Fig. 1: clock nets
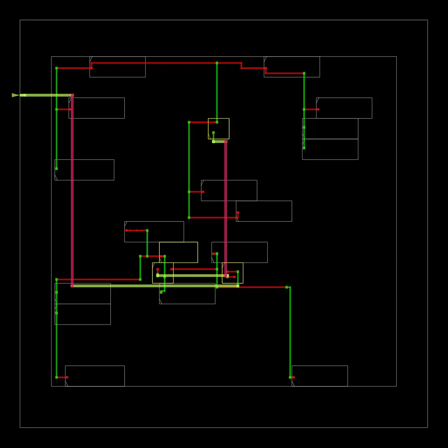
Fig. 2: clock wires, drivers and flops
Bar = 20 µm.
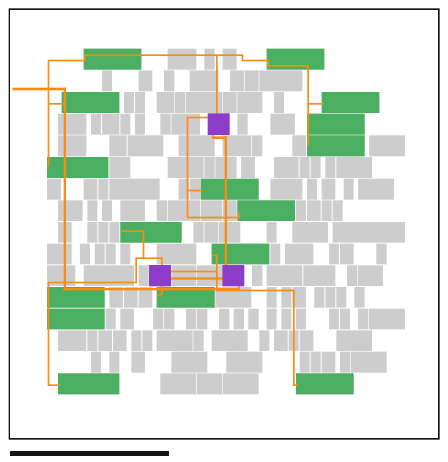
==> src/rtl/n4_b2_integer_minmax_tracker_pkg.sv <==
// n4_b2_integer_minmax_tracker_pkg: shared state encodings and burst-length constants
package n4_b2_integer_minmax_tracker_pkg;
    typedef enum logic [1:0] {
        IDLE   = 2'b00,
        ACCUM  = 2'b01,
        REPORT = 2'b10
    } state_t;
    localparam logic [4:0] LEN_ZERO_COUNT = 5'd16;
endpackage

==> src/rtl/n4_b2_integer_minmax_tracker_comparator.sv <==
// n4_b2_integer_comparator: signed 4-bit magnitude compare of a against b
module n4_b2_integer_comparator (
    input  logic [3:0] a3_a0,
    input  logic [3:0] b3_b0,
    output logic       flag_gr,
    output logic       flag_lr
);
    assign flag_gr = $signed(a3_a0) > $signed(b3_b0);
    assign flag_lr = $signed(a3_a0) < $signed(b3_b0);
endmodule

==> src/rtl/n4_b2_integer_minmax_tracker.sv <==
// n4_b2_integer_minmax_tracker: running signed max/min over a handshaked burst
// MINMAX_INDEX_EN adds burst positions of the max/min samples
module n4_b2_integer_minmax_tracker
    import n4_b2_integer_minmax_tracker_pkg::*;
(
    input  logic       clock,
    input  logic       reset,
    input  logic       start,
    input  logic [3:0] len3_len0,
    input  logic [3:0] x3_x0,
    input  logic       x_valid,
    output logic       x_ready,
    output logic [3:0] max3_max0,
    output logic [3:0] min3_min0,
    output logic       out_valid,
    input  logic       out_ack,
`ifdef MINMAX_INDEX_EN
    output logic [3:0] maxi3_maxi0,
    output logic [3:0] mini3_mini0,
`endif
    output logic       busy
);
    state_t     state, next_state;
    logic [4:0] cnt;
    logic       first;
    logic       xfer;
    logic       max_gr, min_lr;
    logic       unused_max_lr, unused_min_gr;

    n4_b2_integer_comparator u_cmp_max (
        .a3_a0  (x3_x0),
        .b3_b0  (max3_max0),
        .flag_gr(max_gr),
        .flag_lr(unused_max_lr)
    );

    n4_b2_integer_comparator u_cmp_min (
        .a3_a0  (x3_x0),
        .b3_b0  (min3_min0),
        .flag_gr(unused_min_gr),
        .flag_lr(min_lr)
    );

    assign x_ready   = state == ACCUM;
    assign out_valid = state == REPORT;
    assign busy      = state != IDLE;
    assign xfer      = x_valid && x_ready;

    always_comb begin
        next_state = IDLE;
        case (state)
            IDLE:    next_state = start ? ACCUM : IDLE;
            ACCUM:   next_state = (xfer && cnt == 5'd1) ? REPORT : ACCUM;
            REPORT:  next_state = out_ack ? IDLE : REPORT;
            default: next_state = IDLE;
        endcase
    end

`ifdef MINMAX_INDEX_EN
    logic [3:0] pos;
    always_ff @(posedge clock) begin
        if (reset) begin
            pos         <= '0;
            maxi3_maxi0 <= '0;
            mini3_mini0 <= '0;
        end else if (state == IDLE && start) begin
            pos <= '0;
        end else if (xfer) begin
            pos <= pos + 4'd1;
            if (first || max_gr) maxi3_maxi0 <= pos;
            if (first || min_lr) mini3_mini0 <= pos;
        end
    end
`endif

    always_ff @(posedge clock) begin
        if (reset) begin
            state     <= IDLE;
            cnt       <= '0;
            first     <= 1'b0;
            max3_max0 <= '0;
            min3_min0 <= '0;
        end else begin
            state <= next_state;
            if (state == IDLE && start) begin
                cnt   <= (len3_len0 == 4'd0) ? LEN_ZERO_COUNT : {1'b0, len3_len0};
                first <= 1'b1;
            end
            if (xfer) begin
                cnt   <= cnt - 5'd1;
                first <= 1'b0;
                // ties fail the strict compare, so the earliest sample holds
                if (first || max_gr) max3_max0 <= x3_x0;
                if (first || min_lr) min3_min0 <= x3_x0;
            end
        end
    end
endmodule
==> config.mk <==
export PLATFORM = sky130hd
export DESIGN_NAME = n4_b2_integer_minmax_tracker
export DESIGN_NICKNAME = d
export VERILOG_FILES = /design/src/rtl/n4_b2_integer_minmax_tracker_pkg.sv /design/src/rtl/n4_b2_integer_minmax_tracker_comparator.sv /design/src/rtl/n4_b2_integer_minmax_tracker.sv
export SDC_FILE = /design/constraint.sdc
export NUM_CORES = 1
export LEC_CHECK = 0
export ABC_AREA = 1
export CAP_MARGIN = 5
export CORE_MARGIN = 4
export CORE_UTILIZATION = 49
export DETAILED_ROUTE_END_ITERATION = 12
export GPL_ROUTABILITY_DRIVEN = 0
export GPL_TIMING_DRIVEN = 0
export PLACE_DENSITY = 0.76
export SLEW_MARGIN = 10
export SYNTH_ARGS = -nofsm -noshare
export SYNTH_HDL_FRONTEND = slang
export SYNTH_SLANG_ARGS = --single-unit
==> constraint.sdc <==
create_clock -name clock -period 1.77 [get_ports clock]
set_clock_uncertainty 0.2 [all_clocks]
set_input_delay 0.354 -clock clock [delete_from_list [all_inputs] [get_ports clock]]
set_output_delay 0.354 -clock clock [all_outputs]
set_load 0.01 [all_outputs]
==> reports/results.md <==
| Group | Metric | Reported |
|---|---|---|
| status | Status | completed |
| drt | Router iterations before antenna repair | 4 |
| power | Int Pwr | 644 µW |
| drt | Antenna-violating nets left | 0 |
| logic synthesis | Cell Area, Synth | 1030 µm² |
| clock tree | Clock-pin slew of the registers on the worst-case setup and hold paths | 0.10 ns |
| worst setup path | Buffers & Inverters on Critical Path | 2 |
| finish | Layout clock area frac | 2.64% |
| min path | Hold wc startpoint | reset |
| drt | Met2 wire len | 1.14 mm |
| finish | Number of diodes added for antenna fixing | 0 |
| worst setup path | Worst reg-to-reg setup slack | 0.16 ns |
| logic synthesis | Synthesized-area fraction occupied by xor and xnor cells | 1.71% |
| finish | NumNets Final | 196 |
| finish | Most frequently placed logic cell in the final layout | nand2_1 |
| finish | Share of the core filled with cells in the final layout | 69.4% |
| sta | Share of the cycle needed by the critical path after routing | 92.7% |
| finish | Nonclk buf count | 26 |
| placement | Dpl ws | -0.308 ns |
| worst setup path | Crit path launch type | register |
| logic synthesis | Area fraction in mux cells | 0% |
| sta | Final worst slack | 0.130 ns |
| sta | Fmax | 610 MHz |
| logic synthesis | Per-instance average area after synthesis | 7.04 µm² |
| worst setup path | Last element of the critical path | busy |
| clock tree | Cts-stage hold buffer count | 0 |
| worst setup path | Reg-to-reg endpoint | max3_max0[0] |
| floorplanning | Vertical die dimension | 53.8 µm |
| finish | Most frequent cells in the layout | 29 x nand2_1, 22 x inv_1, 19 x nor2_1 |
| worst setup path | Total stage count of the critical path | 3 |
| global route | GRT Residual Overflow | 0 |
| min path | Terminating pin of the worst hold path | state[1] |
| sta | Fin. max-slew vios | 0 |
| worst setup path | Slowest cell delay on critical path | 0.34 ns |
| global route | Initial antenna violation count | 0 |
| min path | Min-delay worst type | in2reg |
| power | Power dissipated by switching net loads | 314 µW |
| finish | Tally of clock buffers in the finished layout | 4 |
| global route | Global-route met2 utilization | 33.3% |
| logic synthesis | Syn Nets | 168 |
| logic synthesis | Most instantiated library cell after synthesis | nand2_1 |
| drt | Highest routing layer actually used | met4 |
| clock tree | CTS root buf | clkbuf_4 |
| drt | 1st-iter DRT viols | 14 |
| drt | Routed wl met3 | 110 µm |
| worst setup path | Critical path capture point type | output port |
| finish | Seq/total area | 23.6% |
| sta | Setup repair after global routing missed its margin | false |
| finish | Layout Area Growth over Synthesis | 33.9% |
| floorplanning | Total die size | 2890 µm² |
| drt | Detailed Route WL | 2.38 mm |
| finish | Non-clock buffer area fraction after layout | 19.1% |
| worst setup path | Largest delay share family, worst path | buffers and inverters |
| floorplanning | Starting utilization of the core area | 51.8% |
| worst setup path | Reg-to-reg critical path startpoint | max3_max0[1] |
| worst setup path | Crit path required time | 1.22 ns |
| logic synthesis | Dominant cell area share | 31.2% |
| placement | IO buf count | 22 |
| worst setup path | Top fanout value on the critical path | 4 |
| run | Max-capacitance violation count | 0 |
| logic synthesis | Synthesized netlist cell count | 146 |
| power | LEAKAGE | 0.740 nW |
| finish | Number of signal-net inverters in the final layout | 28 |
| drt | DRC violation count after routing | 0 |
| finish | Combinational Area | 613 µm² |
| placement | HPWL after detailed placement | 1.73 mm |
| floorplanning | Total number of placement rows | 16 |
| finish | Filler cells | 180 |
| global route | Wire length of the first global-routing pass | 4.09 mm |
| run | OpenROAD warnings | 27 |
| power | Sequential power share | 42.6% |
| clock tree | CTS max path bufs | 2 |
| worst setup path | Critical path, cell by cell | inv_2, nand2_1, dlygate4sd2_1 |
| clock tree | Number of levels in the clock H-tree | 1 |
| floorplanning | Horizontal die dimension | 53.8 µm |
| drt | Total via count in the routed design | 989 |
| finish | Register with the highest flop count | cnt |
| floorplanning | Number of I/O pins | 24 |
| sta | Hold slack final | 0.115 ns |
| finish | Share of post-route cells with drive strength above 1 | 17.9% |
| power | Power per Cell Area | 697 nW/µm² |
| global route | Routing layer with the top usage in global route | met2 |
| power | Sw frac | 32.8% |
| sta | Sum of negative setup slack | 0 ns |
| logic synthesis | Sequential-to-total area share from yosys stat | 31.2% |
| finish | Multi-In Gates | 99 |
| finish | Flop area | 324 µm² |
| worst setup path | Crit path DAT | 1.09 ns |
| power | Main power group | registers |
| drt | Post-Route M1 WL | 1.08 mm |
| sta | Tightest slew margin relative to the limit | 81.2% |
| logic synthesis | Fraction of registers with async set or reset after synthesis | 0% |
| power | Flip-flop and latch power | 408 µW |
| drt | Final routed wire length divided by cell count | 11.9 µm |
| power | Clock share of power | 26.4% |
| logic synthesis | Simple logic cell fraction of the synthesized area | 31.4% |
| finish | Top flop regs | cnt: 5 flops, max3_max0: 4 flops, min3_min0: 4 flops |
| worst setup path | Slowest stage cell on the critical path | dfxtp_2 |
| logic synthesis | Top logic cell family in the synthesized netlist | simple AND/OR/NAND/NOR gates |
| clock tree | Post-CTS Setup Inserts | 1 |
| finish | Cell class with the largest area share | multi-input combinational cells |
| logic synthesis | Yosys warns | 0 |
| floorplanning | Core Footprint | 1980 µm² |
| finish | Final Instance Count excl. Fillers | 200 |
| logic synthesis | Top_reg_cell synth | dfxtp_1 |
| finish | Combinational fraction of the cell area | 44.6% |
| logic synthesis | Chip Area, Yosys | 1030 µm² |
| global route | Vias in the first global route | 986 |
| logic synthesis | Number of enable-type register cells in the synthesized netlist | 0 |
| power | Share of total power in combinational logic | 31.0% |
| finish | Post-layout instance area | 1380 µm² |
| logic synthesis | Leading post-synthesis cells by cell area | dfxtp_1 31%, ha_1 11%, nand2_1 11% |
| min path | Number of cells traversed by the worst hold path | 2 |
| placement | Area after detailed placement | 1280 µm² |
| sta | Worst Tran Pin Value | 0.280 ns |
| logic synthesis | AO/OA Area Share | 12.2% |
| sta | Final Hold Vio Count | 0 |
| logic synthesis | Yosys stat cell total | 146 |
| placement | Total placed cells including tap cells | 195 |
| logic synthesis | Tally of unique sky130hd cells used after synthesis | 25 |
| global route | Largest net degree at the start of global routing | 11 |
| sta | Final setup violation count | 0 |
| global route | Fraction of met3 tracks used by global routing | 4.43% |
| floorplanning | Number of tapcells | 27 |
| worst setup path | Crit path from | state[1] |
| logic synthesis | Yosys top cell by area | dfxtp_1 |
| global route | Fraction of met1 tracks used by global routing | 23.6% |
| power | Peak VDD IR | 0.000597 V |
| drt | Via count normalized by instance count | 4.95 |
| clock tree | CTS tree | built |
| global route | Total global routing track utilization | 19.8% |
About Fig. 1:
number of clock buffers inserted by TritonCTS: 3
number of flip-flops and latches: 16
sinks on the clock net: 16
insertion delay of the later-clocked pin in the worst-skew pair: 0.29 ns
power dissipated in the clock network: 253 µW

About Fig. 2:
[green] flip-flops | count: 16
[purple] clock drivers | count: 3
[orange] clock wires | length: 259 µm
routed clock nets	4

Power is estimated from default activity; no workload was simulated.
